[config.mk]
export PLATFORM = sky130hd
export DESIGN_NAME = imm_parser
export DESIGN_NICKNAME = d
export VERILOG_FILES = /design/src/rtl/imm_parser.sv
export SDC_FILE = /design/constraint.sdc
export NUM_CORES = 1
export LEC_CHECK = 0
export ABC_AREA = 1
export CAP_MARGIN = 0
export CORE_MARGIN = 8
export CORE_UTILIZATION = 50
export DETAILED_ROUTE_END_ITERATION = 8
export MAX_ROUTING_LAYER = met4
export PLACE_DENSITY = 0.82
export SLEW_MARGIN = 30
export SYNTH_ARGS = -nofsm -noshare
export SYNTH_HDL_FRONTEND = slang
export SYNTH_SLANG_ARGS = --single-unit
export TNS_END_PERCENT = 10
[constraint.sdc]
create_clock -name clk_in -period 8.6 [get_ports clk_in]
set_input_delay 2.58 -clock clk_in [delete_from_list [all_inputs] [get_ports clk_in]]
set_output_delay 2.58 -clock clk_in [all_outputs]
set_load 0.005 [all_outputs]
[src/rtl/imm_parser.sv]
// Streaming ASCII immediate parser: consumes one character per cycle and produces a
// range-checked two's-complement immediate from decimal, 0x-hex or negative literals.
module imm_parser #(
    parameter int IMM_WIDTH  = 32,
    parameter int LINE_WIDTH = 8
) (
    input  logic                  clk_in,
    input  logic                  rst_in,
    input  logic                  start_in,
    input  logic [LINE_WIDTH-1:0] line_in,
    input  logic [7:0]            char_in,
    input  logic                  char_valid_in,
    output logic                  char_ready_out,
    output logic                  out_valid_out,
    input  logic                  out_ready_in,
    output logic [IMM_WIDTH-1:0]  imm_out,
    output logic                  err_out,
    output logic [LINE_WIDTH-1:0] line_out,
    output logic [7:0]            delim_out,
    output logic                  busy_out
);
    localparam int AW = IMM_WIDTH + 5;
    localparam logic [AW-1:0] LIM_POS = (AW'(1) << IMM_WIDTH) - AW'(1);
    localparam logic [AW-1:0] LIM_NEG = AW'(1) << (IMM_WIDTH - 1);

    typedef enum logic [3:0] {
        S_IDLE, S_FIRST, S_SIGNED, S_ZERO, S_HEXSTART, S_HEX, S_DEC, S_ERR, S_DONE
    } state_t;

    state_t             state, state_d;
    logic [IMM_WIDTH:0] acc;
    logic               neg, ovf;

    logic               is_delim, is_dec, is_nz, is_hex, is_x, is_minus;
    logic [3:0]         dval;
    logic               consume, start_acc, take_digit, use_hex, set_neg, fin, fin_err;
    logic [AW-1:0]      acc_ext, dig_ext, acc_nxt, limit;
    logic [IMM_WIDTH-1:0] acc_lo, mag;

    assign char_ready_out = (state != S_IDLE) && (state != S_DONE);
    assign out_valid_out  = (state == S_DONE);
    assign busy_out       = (state != S_IDLE);
    assign consume        = char_valid_in && char_ready_out;

    // Character classification; letter digits map via low nibble + 9 ('a'/'A' -> 10).
    always_comb begin
        is_delim = (char_in == 8'h20) || (char_in == 8'h2C) || (char_in == 8'h28) ||
                   (char_in == 8'h29) || (char_in == 8'h0A) || (char_in == 8'h00);
        is_dec   = (char_in >= 8'h30) && (char_in <= 8'h39);
        is_nz    = (char_in >= 8'h31) && (char_in <= 8'h39);
        is_hex   = is_dec || ((char_in >= 8'h61) && (char_in <= 8'h66)) ||
                   ((char_in >= 8'h41) && (char_in <= 8'h46));
        is_x     = (char_in == 8'h78) || (char_in == 8'h58);
        is_minus = (char_in == 8'h2D);
        dval     = is_dec ? char_in[3:0] : char_in[3:0] + 4'd9;
    end

    always_comb begin
        acc_ext = {4'b0000, acc};
        dig_ext = {{(AW-4){1'b0}}, dval};
        acc_nxt = use_hex ? (acc_ext << 4) + dig_ext
                          : (acc_ext << 3) + (acc_ext << 1) + dig_ext;
        limit   = neg ? LIM_NEG : LIM_POS;
        acc_lo  = acc[IMM_WIDTH-1:0];
        mag     = neg ? (~acc_lo) + IMM_WIDTH'(1) : acc_lo;
    end

    always_comb begin
        state_d    = state;
        take_digit = 1'b0;
        use_hex    = 1'b0;
        set_neg    = 1'b0;
        fin        = 1'b0;
        fin_err    = 1'b0;
        start_acc  = 1'b0;
        case (state)
            S_IDLE: if (start_in) begin
                start_acc = 1'b1;
                state_d   = S_FIRST;
            end
            S_FIRST: if (consume) begin
                if (is_minus)           begin state_d = S_SIGNED; set_neg = 1'b1; end
                else if (char_in == 8'h30) state_d = S_ZERO;
                else if (is_nz)         begin state_d = S_DEC; take_digit = 1'b1; end
                else if (is_delim)      begin fin = 1'b1; fin_err = 1'b1; end
                else                    state_d = S_ERR;
            end
            S_SIGNED: if (consume) begin
                if (char_in == 8'h30)   state_d = S_ZERO;
                else if (is_nz)         begin state_d = S_DEC; take_digit = 1'b1; end
                else if (is_delim)      begin fin = 1'b1; fin_err = 1'b1; end
                else                    state_d = S_ERR;
            end
            S_ZERO: if (consume) begin
                if (is_x)               state_d = S_HEXSTART;
                else if (is_dec)        begin state_d = S_DEC; take_digit = 1'b1; end
                else if (is_delim)      fin = 1'b1;
                else                    state_d = S_ERR;
            end
            S_HEXSTART, S_HEX: if (consume) begin
                use_hex = 1'b1;
                if (is_hex)             begin state_d = S_HEX; take_digit = 1'b1; end
                else if (is_delim)      begin fin = 1'b1; fin_err = (state == S_HEXSTART) || ovf; end
                else                    state_d = S_ERR;
            end
            S_DEC: if (consume) begin
                if (is_dec)             take_digit = 1'b1;
                else if (is_delim)      begin fin = 1'b1; fin_err = ovf; end
                else                    state_d = S_ERR;
            end
            S_ERR: if (consume && is_delim) begin
                fin     = 1'b1;
                fin_err = 1'b1;
            end
            S_DONE: if (out_ready_in) begin
                start_acc = start_in;
                state_d   = start_in ? S_FIRST : S_IDLE;
            end
            default: state_d = S_IDLE;
        endcase
        if (fin) state_d = S_DONE;
    end

    always_ff @(posedge clk_in) begin
        if (rst_in) begin
            state     <= S_IDLE;
            acc       <= '0;
            neg       <= 1'b0;
            ovf       <= 1'b0;
            imm_out   <= '0;
            err_out   <= 1'b0;
            line_out  <= '0;
            delim_out <= '0;
        end else begin
            state <= state_d;
            if (start_acc) begin
                line_out <= line_in;
                acc      <= '0;
                neg      <= 1'b0;
                ovf      <= 1'b0;
            end
            if (set_neg) neg <= 1'b1;
            // Overflow is sticky and freezes the accumulator for the rest of the token.
            if (take_digit && !ovf) begin
                if (acc_nxt > limit) ovf <= 1'b1;
                else                 acc <= acc_nxt[IMM_WIDTH:0];
            end
            if (fin) begin
                delim_out <= char_in;
                err_out   <= fin_err;
                imm_out   <= fin_err ? '0 : mag;
            end
        end
    end
endmodule

run_1/placement_by_type.png
(3 px per µm)
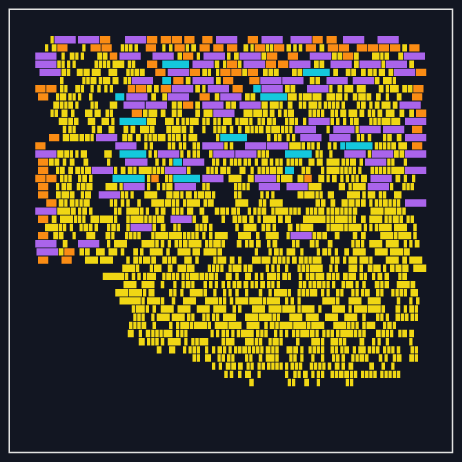
class	color	cells	share of their area
combinational and other logic	yellow	1282	70%
remaining buffers and delay cells	orange	76	7.9%
sequential cells	purple	88	19%
clock drivers and dummy loads	cyan	16	3.2%

run_1/flops_by_reg.png
(2 px per µm) Other sequential cells in the stronger gray, the rest of the logic in the fainter gray.
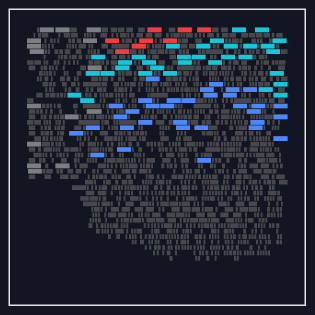
name in the netlist	color	sequential cells
line_out	red	8
acc	blue	33
imm_out	cyan	32
not colored	15

run_1/layer_met3.png
(2 px per µm) Cells faint in the background.
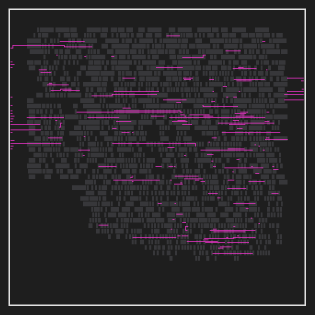
main direction	horizontal
nets with wire on the layer	106
longest straight run	50.6 µm

run_1/sizes.png
(2 px per µm)
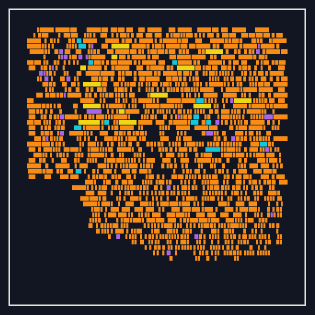
size	color	cells	share
_0 and _1 cells	orange	1406	96%
_6 and larger	yellow	13	0.89%
_3 and _4 cells	cyan	13	0.89%
_2 cells	purple	30	2.1%

==> impl_metrics.env, run 1 <==
# implementation run metrics
export IMPL_outcome="complete, no violations"
export IMPL_place_area_um2=9460
export IMPL_gr_usage_met3_pct=2.92
export IMPL_ys_chip_area_um2=8620
export IMPL_holdCritPathClass="reg -> reg"
export IMPL_clock_skew_ns=0.0113
export IMPL_first_global_vias=8692
export IMPL_clock_sinks=88
export IMPL_drt_iter0_markers=548
export IMPL_syn2layout_area_growth_pct=13.4
export IMPL_cpPeakStageDelay_ns=0.58
export IMPL_final_max_slew_viol_count=0
export IMPL_logic_gates=1091
export IMPL_fp_util_pct=50.5
export IMPL_cp_end_kind="flip-flop"
export IMPL_coreArea_um2=17100
export IMPL_finalNonFillerCells=1687
export IMPL_place_congestion=0.977
export IMPL_grt_most_used_layer="met2"
export IMPL_numCtsBuffers=9
export IMPL_clkTransAtPathRegs_ns=0.07
export IMPL_ys_sh_mux_pct=0
export IMPL_synth_seq_cells=88
export IMPL_crit_top_cell="nand2_1"
export IMPL_ys_seq_share_pct=20.4
export IMPL_nonClockInverterCount=191
export IMPL_fa_ha_area_share_pct=15.1
export IMPL_maxCapViolCount=0
export IMPL_use_met2_pct=39.3
export IMPL_crit_fanout=12
export IMPL_aoi_share_pct=11.2
export IMPL_synth_edff_count=0
export IMPL_hpwl_um=19100
export IMPL_clkLatencyLatePin_ns=0.34
export IMPL_cts_htree_levels=3
export IMPL_topCombFamilyByArea="simple AND/OR/NAND/NOR gates"
export IMPL_antenna_found_initial=0
export IMPL_dp_cells=1670
export IMPL_wl_per_cell_um=14.5
export IMPL_clockBufferDepth=2
export IMPL_yosys_stat_cells=1409
export IMPL_cts_tree="built"
export IMPL_nWellTaps=225
export IMPL_tns_ns=0
export IMPL_drc=0
export IMPL_largestClassByArea="multi-input combinational cells"
export IMPL_synthFlopType="dfxtp_1"
export IMPL_grt_overflow_total=0
export IMPL_die_width_um=147
export IMPL_grt_pass1_wl_um=40600
export IMPL_max_freq_mhz=125
export IMPL_seqAreaFraction_pct=18.0
export IMPL_peakVddDrop_mv=0.173
export IMPL_slowest_stage="clkdlybuf4s50_1"
export IMPL_slew_headroom_pct=38.4
export IMPL_p_leak_nw=5.23
export IMPL_fin_area_um2=9770
export IMPL_worst_slack_ns=0.626
export IMPL_logic_area_um2=5950
export IMPL_dr_wl_met3_um=1130
export IMPL_hold_viol=0
export IMPL_synth_most_common_cell="nand2_1"
export IMPL_die_area_um2=21700
export IMPL_route_final_wire_length_um=24500
export IMPL_avgSynthCellArea_um2=6.12
export IMPL_regArea_um2=1760
export IMPL_simple_gate_area_share_pct=36.9
export IMPL_cts_setup_buffers=0
export IMPL_area_share_combinational_pct=60.9
export IMPL_arrival_ns=8.25
export IMPL_yosys_top_cells_area="dfxtp_1 20%, nand2_1 16%, ha_1 15%"
export IMPL_grt_max_degree=80
export IMPL_yosysTopAreaCell="dfxtp_1"
export IMPL_fin_util_pct=57.3
export IMPL_dr_max_layer_used="met4"
export IMPL_num_clock_buffers=9
export IMPL_required_ns=8.88
export IMPL_nonClkBufAreaFrac_pct=7.68
export IMPL_route_met2_wl_um=12000
export IMPL_synthCells=1409
export IMPL_yosys_warnings=0
export IMPL_syn_area_um2=8620
export IMPL_pre_cts_ws_ns=0.306
export IMPL_min_period_ns=7.97
export IMPL_use_met1_pct=26.1
export IMPL_min_period_over_period_pct=92.7
export IMPL_top_cells_by_count="369 x nand2_1, 211 x nor2_1, 182 x inv_1"
export IMPL_portBuffers=72
export IMPL_die_y_um=147
export IMPL_worst_slew_pin_slew_ns=0.922
export IMPL_cts_root_buf="clkbuf_16"
export IMPL_setup_violations=0
export IMPL_ff_count=88
export IMPL_fp_nets=1533
export IMPL_first_pass_iters=5
export IMPL_clkCellAreaFrac_pct=3.10
export IMPL_warnings=29
export IMPL_ys_sh_xor_pct=5.69
export IMPL_drive_gt1_share_pct=3.83
export IMPL_antenna_cells=0
export IMPL_ys_types=46
export IMPL_fillers=1668
export IMPL_hold_buffers=0
export IMPL_num_vias=9076
export IMPL_ios=73
export IMPL_signal_buffers=76
export IMPL_start_kind="primary input"
export IMPL_ctsResizeCount=0
export IMPL_yosysTopAreaCellShare_pct=20.4
export IMPL_met1_length_um=10400
export IMPL_rows=48
export IMPL_ant_nets=0
export IMPL_rsz0062_at_grt="no"
export IMPL_async_reset_ff_share_pct=0
export IMPL_vias_per_cell=5.38
export IMPL_track_usage_pct=22.9
export IMPL_power_density_nw_per_um2=128
export IMPL_crit_type="in -> reg"
export IMPL_fin_nets=1581
==> run 1: critical path: cells and delay by family <==
| family | cells | cell delay, ns |
|---|---|---|
| compound gates | 2 | 0.24 |
| xor+xnor | 2 | 0.39 |
| fa+ha+maj | 4 | 1.53 |
| simple gates | 22 | 2.74 |
| buf+inv | 3 | 0.76 |
==> run 1: per-stage QoR <==
stage	hold WS [ns]	power [mW]
CTS	0.479	1.25
detailed placement	0.468	0.854
global placement	0.462	0.848
global route	0.497	1.32
finish	0.476	1.25
floorplan	0.453	0.725
==> run 1: cell usage in the layout (no fill, tap or decap), drive strengths merged <==
cell,count
nand4,37
o31ai,3
nor4,3
a21o,1
a31oi,4
xnor2,18
clkinv,3
clkinvlp,1
and2,1
o21ai,82
nor3,22
inv,193
a211oi,1
buf,4
nor2,222
a21boi,1
a21oi,67
nor3b,1
clkdlybuf4s50,72
xor2,38
o21bai,4
a2111oi,1
bufinv,1
ha,101
o21a,6
nand3b,5
nand3,80
fa,2
o2111ai,3
or2,3
o211ai,4
clkbuf,9
o22ai,2
and3,1
dfxtp,88
nand2,378
==> run 1: flip-flops by register name, indices dropped and copies added, names as in the netlist <==
name       count
acc           33
imm_out       32
delim_out      8
line_out       8
state          4
err_out        1
neg            1
ovf            1
==> run 1: worst paths after layout <==
check,start,end,slack (ns),cells after the start
max,char_in[0],acc[10]$_SDFF_PP0_,0.63,33
min,imm_out[27]$_SDFFE_PP0P_,imm_out[27]$_SDFFE_PP0P_,0.48,2
max reg2reg,acc[13]$_SDFF_PP0_,acc[10]$_SDFF_PP0_,3.91,29
min reg2reg,imm_out[27]$_SDFFE_PP0P_,imm_out[27]$_SDFFE_PP0P_,0.48,2
==> run 1: report_power, final <==
group / switching (mW) / internal (mW)
clock network: 0.173 / 0.228
logic: 0.260 / 0.141
registers: 0.0214 / 0.428
==> inputs of run 2 (changes only) <==
- HOLD_SLACK_MARGIN: not set -> 0.06
run_2/flops_by_reg.png
(2 px per µm) Other sequential cells in the stronger gray, the rest of the logic in the fainter gray.
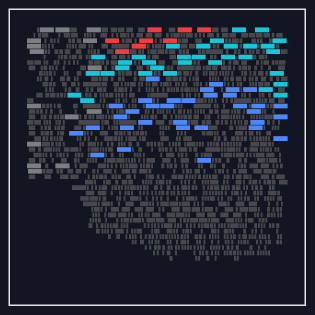
name in the netlist	color	sequential cells
line_out	red	8
imm_out	cyan	32
acc	blue	33

run_2/sizes.png
(2 px per µm)
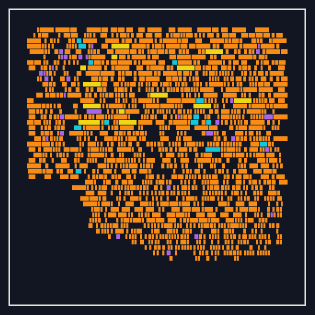
size	color	cells	share
_2 cells	purple	30	2.1%
_0 and _1 cells	orange	1406	96%
_6 and larger	yellow	13	0.89%
_3 and _4 cells	cyan	13	0.89%

==> run 2 against run 1 <==
Synthesized cell count stayed put. Hold slack stayed put. Non-clock buffer count stayed put. Largest power group unchanged. Design area stayed put.
==> impl_metrics.env, run 2 <==
# implementation run metrics
export IMPL_outcome="complete, no violations"
export IMPL_cp_depth=33
export IMPL_rows=48
export IMPL_gr_usage_met3_pct=2.92
export IMPL_largest_registers="acc (33), imm_out (32)"
export IMPL_num_vias=9076
export IMPL_drt_iter0_markers=548
export IMPL_cp_buffers_inverters=3
export IMPL_dp_cells=1670
export IMPL_arrival_ns=8.25
export IMPL_route_final_wire_length_um=24500
export IMPL_grt_max_degree=80
export IMPL_fin_util_pct=57.3
export IMPL_ys_types=46
export IMPL_synth_edff_count=0
export IMPL_peakVddDrop_mv=0.173
export IMPL_cpLargestDelayFamily="simple AND/OR/NAND/NOR gates"
export IMPL_largest_reg_flops=33
export IMPL_fin_area_um2=9770
export IMPL_slowest_stage="clkdlybuf4s50_1"
export IMPL_die_area_um2=21700
export IMPL_finalPower_mw=1.25
export IMPL_fin_nets=1581
export IMPL_clock_sinks=88
export IMPL_syn2layout_area_growth_pct=13.4
export IMPL_clockBufferDepth=2
export IMPL_cts_root_buf="clkbuf_16"
export IMPL_top_cells_by_count="369 x nand2_1, 211 x nor2_1, 182 x inv_1"
export IMPL_antenna_cells=0
export IMPL_grt_most_used_layer="met2"
export IMPL_worst_slack_ns=0.626
export IMPL_first_global_vias=8692
export IMPL_crit_type="in -> reg"
export IMPL_min_period_ns=7.97
export IMPL_holdCritPathClass="reg -> reg"
export IMPL_start_kind="primary input"
export IMPL_min_period_over_period_pct=92.7
export IMPL_place_congestion=0.977
export IMPL_die_y_um=147
export IMPL_setup_violations=0
export IMPL_rsz0062_at_grt="no"
export IMPL_drc=0
export IMPL_worst_slew_pin_slew_ns=0.922
export IMPL_crit_fanout=12
export IMPL_final_cell_mix="369 x nand2_1, 211 x nor2_1, 180 x inv_1, 101 x ha_1, 87 x dfxtp_1"
export IMPL_clkLatencyLatePin_ns=0.34
export IMPL_numCtsBuffers=9
export IMPL_grt_pass1_wl_um=40600
export IMPL_avgSynthCellArea_um2=6.12
export IMPL_yosys_warnings=0
export IMPL_ios=73
export IMPL_track_usage_pct=22.9
export IMPL_whs_path_depth=2
export IMPL_synth_most_common_cell="nand2_1"
export IMPL_warnings=29
export IMPL_cts_htree_levels=3
export IMPL_vias_per_cell=5.38
export IMPL_first_pass_iters=5
export IMPL_tns_ns=0
export IMPL_hpwl_um=19100
export IMPL_use_met1_pct=26.1
export IMPL_dr_max_layer_used="met4"
export IMPL_required_ns=8.88
export IMPL_cp_end_kind="flip-flop"
export IMPL_portBuffers=72
export IMPL_coreArea_um2=17100
export IMPL_wl_per_cell_um=14.5
export IMPL_max_freq_mhz=125
export IMPL_drive_gt1_share_pct=3.83
export IMPL_use_met2_pct=39.3
export IMPL_maxCapViolCount=0
export IMPL_p_leak_nw=5.23
export IMPL_yosys_stat_cells=1409
export IMPL_cpPeakStageDelay_ns=0.58
export IMPL_ys_seq_share_pct=20.4
export IMPL_async_reset_ff_share_pct=0
export IMPL_yosysTopAreaCellShare_pct=20.4
export IMPL_whs_ns=0.476
export IMPL_cts_tree="built"
export IMPL_synth_seq_cells=88
export IMPL_syn_area_um2=8620
export IMPL_cts_setup_buffers=0
export IMPL_grt_overflow_total=0
export IMPL_synthFlopType="dfxtp_1"
export IMPL_fillers=1668
export IMPL_lay_top_count="nand2_1"
export IMPL_die_width_um=147
export IMPL_ys_chip_area_um2=8620
export IMPL_final_max_slew_viol_count=0
export IMPL_met1_length_um=10400
export IMPL_dr_wl_met3_um=1130
export IMPL_ant_nets=0
export IMPL_ff2ff_path_depth=29
export IMPL_largest_register="acc"
export IMPL_finalNonFillerCells=1687
export IMPL_synthCells=1409
export IMPL_clock_skew_ns=0.0113
export IMPL_clkTransAtPathRegs_ns=0.07
export IMPL_fp_nets=1533
export IMPL_fp_util_pct=50.5
export IMPL_place_area_um2=9460
export IMPL_hold_viol=0
export IMPL_pre_cts_ws_ns=0.306
export IMPL_power_density_nw_per_um2=128
export IMPL_route_met2_wl_um=12000
export IMPL_antenna_found_initial=0
export IMPL_yosysTopAreaCell="dfxtp_1"
export IMPL_crit_top_cell="nand2_1"
export IMPL_yosys_top_cells_area="dfxtp_1 20%, nand2_1 16%, ha_1 15%"
export IMPL_slew_headroom_pct=38.4
[run 2: kinds of logic after synthesis]
| family | after synthesis | synth area share (%) |
|---|---|---|
| fa+ha+maj | 103 | 15.1 |
| buf+inv | 231 | 10.6 |
| compound gates | 179 | 11.2 |
| simple gates | 752 | 36.9 |
| flops | 88 | 20.4 |
| xor+xnor | 56 | 5.69 |
[run 2: worst reg2reg max path, delay by kind of cell, from the launching register on]
family	cells	cell delay [ns]
flip-flops	1	0.50
adder cells (fa/ha/maj)	3	0.94
AND/OR/NAND/NOR	17	1.75
AND-OR/OR-AND	4	0.81
buffers and inverters	4	0.45
XOR/XNOR	1	0.17
[run 2: final cells by class]
class	count	area (µm²)	area share, %
Timing Repair Buffer	76	751	7.68
Clock inverter	7	77.6	0.794
Sequential cell	88	1760	18.0
Tap cell	225	282	2.88
Inverter	191	722	7.39
Multi-Input combinational cell	1091	5950	60.9
Clock buffer	9	225	2.30
[run 2: final timing paths]
path                                   end  slack, ns                startpoint
setup reg to reg        acc[10]$_SDFF_PP0_       3.91        acc[13]$_SDFF_PP0_
hold / removal    imm_out[27]$_SDFFE_PP0P_       0.48  imm_out[27]$_SDFFE_PP0P_
setup / recovery        acc[10]$_SDFF_PP0_       0.63                char_in[0]
hold reg to reg   imm_out[27]$_SDFFE_PP0P_       0.48  imm_out[27]$_SDFFE_PP0P_
[run 2: report_power, final]
| part | switching, mW | internal [mW] | leakage, nW | total, mW |
|---|---|---|---|---|
| sequential | 0.0214 | 0.428 | 0.711 | 0.450 |
| combinational | 0.260 | 0.141 | 4.37 | 0.402 |
| clock | 0.173 | 0.228 | 0.147 | 0.401 |
[run 2: timing repair]
item,4_1_cts,5_1_grt
endpoints found under the setup margin,0,4
hold buffers,0,0
gates resized,0,1
endpoints found under the hold margin,0,0
==> inputs of run 3 (changes only) <==
- GPL_TIMING_DRIVEN: not set -> 0
run_3/flops_by_reg.png
(2 px per µm) Other sequential cells in the stronger gray, the rest of the logic in the fainter gray.
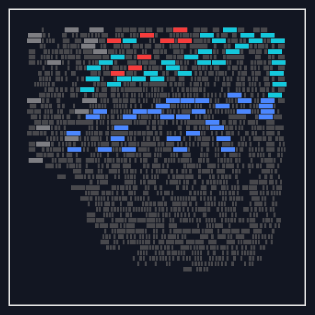
name in the netlist	color	sequential cells
line_out	red	8
imm_out	cyan	32
acc	blue	33

run_3/placement_by_type.png
(3 px per µm)
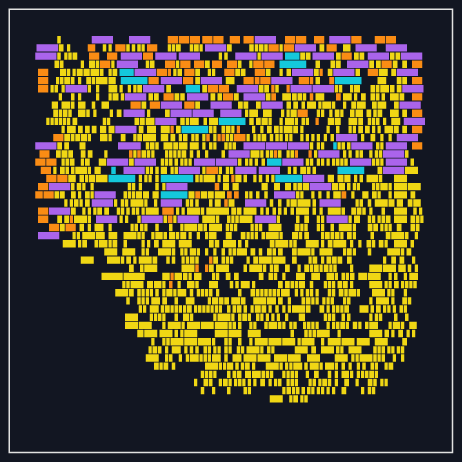
class	color	cells	share of their area
remaining buffers and delay cells	orange	111	9.4%
clock drivers and dummy loads	cyan	16	3.3%
sequential cells	purple	88	18%
combinational and other logic	yellow	1281	69%

==> run 3 against run 2 <==
Register-to-register slack improved by 0.10 ns. Synthesized cell count did not move. First-iteration DRC count rose by 16%. Power rose by 2.4%. Clock skew fell by 0.0056 ns. Sequential cell count did not move. Clock power rose by 4%. Routed wire length rose by 4.6%. Largest cell class unchanged. Highest routed layer unchanged.
==> impl_metrics.env, run 3 <==
# implementation run metrics
export IMPL_outcome="complete, no violations"
export IMPL_fp_util_pct=50.5
export IMPL_cts_root_buf="clkbuf_16"
export IMPL_first_pass_iters=6
export IMPL_syn_area_um2=8620
export IMPL_signal_buffers=111
export IMPL_fin_area_um2=9940
export IMPL_power_internal_uw=834
export IMPL_slowest_stage="clkdlybuf4s50_1"
export IMPL_ys_chip_area_um2=8620
export IMPL_ys_seq_share_pct=20.4
export IMPL_cts_tree="built"
export IMPL_final_max_slew_viol_count=0
export IMPL_fin_nets=1615
export IMPL_final_cell_mix="369 x nand2_1, 211 x nor2_1, 182 x inv_1, 101 x ha_1, 87 x dfxtp_1"
export IMPL_slew_headroom_pct=47.6
export IMPL_antenna_found_initial=0
export IMPL_setup_violations=0
export IMPL_pwr_share_comb_pct=32.6
export IMPL_die_width_um=147
export IMPL_clkPwrFrac_pct=32.6
export IMPL_logic_gates=1090
export IMPL_yosys_top_cells_area="dfxtp_1 20%, nand2_1 16%, ha_1 15%"
export IMPL_grt_max_degree=35
export IMPL_cts_htree_levels=3
export IMPL_place_area_um2=9610
export IMPL_cpLargestDelayFamily="simple AND/OR/NAND/NOR gates"
export IMPL_logic_area_um2=5950
export IMPL_cpPeakStageDelay_ns=0.57
export IMPL_p_seq_share_pct=34.8
export IMPL_drt_iter0_markers=633
export IMPL_hold_viol=0
export IMPL_finalPower_mw=1.28
export IMPL_finalNonFillerCells=1721
export IMPL_largest_register="acc"
export IMPL_numCtsBuffers=9
export IMPL_hpwl_um=20700
export IMPL_avgSynthCellArea_um2=6.12
export IMPL_required_ns=8.87
export IMPL_largest_reg_flops=33
export IMPL_drive_gt1_share_pct=4.28
export IMPL_synth_seq_cells=88
export IMPL_synth_edff_count=0
export IMPL_power_switching_uw=449
export IMPL_cp_buffers_inverters=5
export IMPL_area_share_combinational_pct=59.9
export IMPL_whs_ns=0.475
export IMPL_seqAreaFraction_pct=17.7
export IMPL_crit_fanout=10
export IMPL_lay_top_count="nand2_1"
export IMPL_yosys_stat_cells=1409
export IMPL_regArea_um2=1760
export IMPL_top_cells_by_count="369 x nand2_1, 211 x nor2_1, 182 x inv_1"
export IMPL_first_global_vias=8717
export IMPL_grt_pass1_wl_um=41500
export IMPL_async_reset_ff_share_pct=0
export IMPL_grt_overflow_total=0
export IMPL_largestClassByArea="multi-input combinational cells"
export IMPL_pre_cts_ws_ns=0.169
export IMPL_syn2layout_area_growth_pct=15.3
export IMPL_yosysTopAreaCellShare_pct=20.4
export IMPL_yosysTopAreaCell="dfxtp_1"
export IMPL_rows=48
export IMPL_comb_power_uw=418
export IMPL_die_area_um2=21700
export IMPL_worst_slack_ns=0.561
export IMPL_holdCritPathClass="reg -> reg"
export IMPL_power_density_nw_per_um2=129
export IMPL_largest_registers="acc (33), imm_out (32)"
export IMPL_p_seq_uw=446
export IMPL_warnings=29
export IMPL_die_y_um=147
export IMPL_clock_skew_ns=0.00567
export IMPL_antenna_cells=0
export IMPL_ys_types=46
export IMPL_ff_count=88
export IMPL_nonClockInverterCount=191
export IMPL_rsz0062_at_grt="no"
export IMPL_arrival_ns=8.31
export IMPL_maxCapViolCount=0
export IMPL_clock_power_uw=418
export IMPL_p_leak_nw=5.31
export IMPL_nWellTaps=225
export IMPL_synthFlopType="dfxtp_1"
export IMPL_crit_type="in -> reg"
export IMPL_fp_nets=1533
export IMPL_fin_util_pct=58.3
export IMPL_place_congestion=0.961
export IMPL_largestPowerGroup="registers"
-- run 3: cell count changes in the layout (fill, tap and decap cells not counted), moves of 2 or more --
cell / before / now
clkbuf_8: 0 / 4
buf_1: 0 / 5
inv_2: 10 / 8
inv_1: 180 / 182
clkbuf_1: 0 / 21
buf_4: 4 / 2
inv_6: 3 / 0
buf_6: 0 / 3
buf_2: 0 / 10
-- run 3: logic make-up after synthesis --
| kind of cell | Yosys count | synth area share, % |
|---|---|---|
| simple gates | 752 | 36.9 |
| buf+inv | 231 | 10.6 |
| compound gates | 179 | 11.2 |
| fa+ha+maj | 103 | 15.1 |
| flops | 88 | 20.4 |
| xor+xnor | 56 | 5.69 |
-- run 3: layer usage --
| metal | global-route usage (%) | vias up | share of wire [%] |
|---|---|---|---|
| met5 | - | - | 0 |
| met2 | 40.9 | 265 | 48 |
| met4 | 8.01 | 0 | 3.1 |
| met3 | 3.60 | 66 | 5.2 |
| li1 | - | 4705 | - |
| met1 | 28.0 | 4182 | 44 |
-- run 3: path summary, 6_finish.rpt --
kind	depth (start not counted)	slack [ns]	endpoint	startpoint
hold reg to reg	2	0.48	imm_out[25]$_SDFFE_PP0P_	imm_out[25]$_SDFFE_PP0P_
setup / recovery	36	0.56	acc[6]$_SDFF_PP0_	char_in[0]
setup reg to reg	26	4.01	acc[6]$_SDFF_PP0_	acc[2]$_SDFF_PP0_
hold / removal	2	0.48	imm_out[25]$_SDFFE_PP0P_	imm_out[25]$_SDFFE_PP0P_
-- run 3: tightest hold or removal path, stage by stage (launching register included) --
cell and delay [ns]:
dfxtp_1 0.31, nand3_1 0.07, o21ai_1 0.05
-- run 3: repair_timing --
| action | in CTS | in global routing |
|---|---|---|
| resized | 0 | 2 |
| setup buffers | 0 | 0 |
| hold buffers | 0 | 0 |
| setup endpoints to repair | 0 | 28 |
Power and IR drop assume default switching activity.
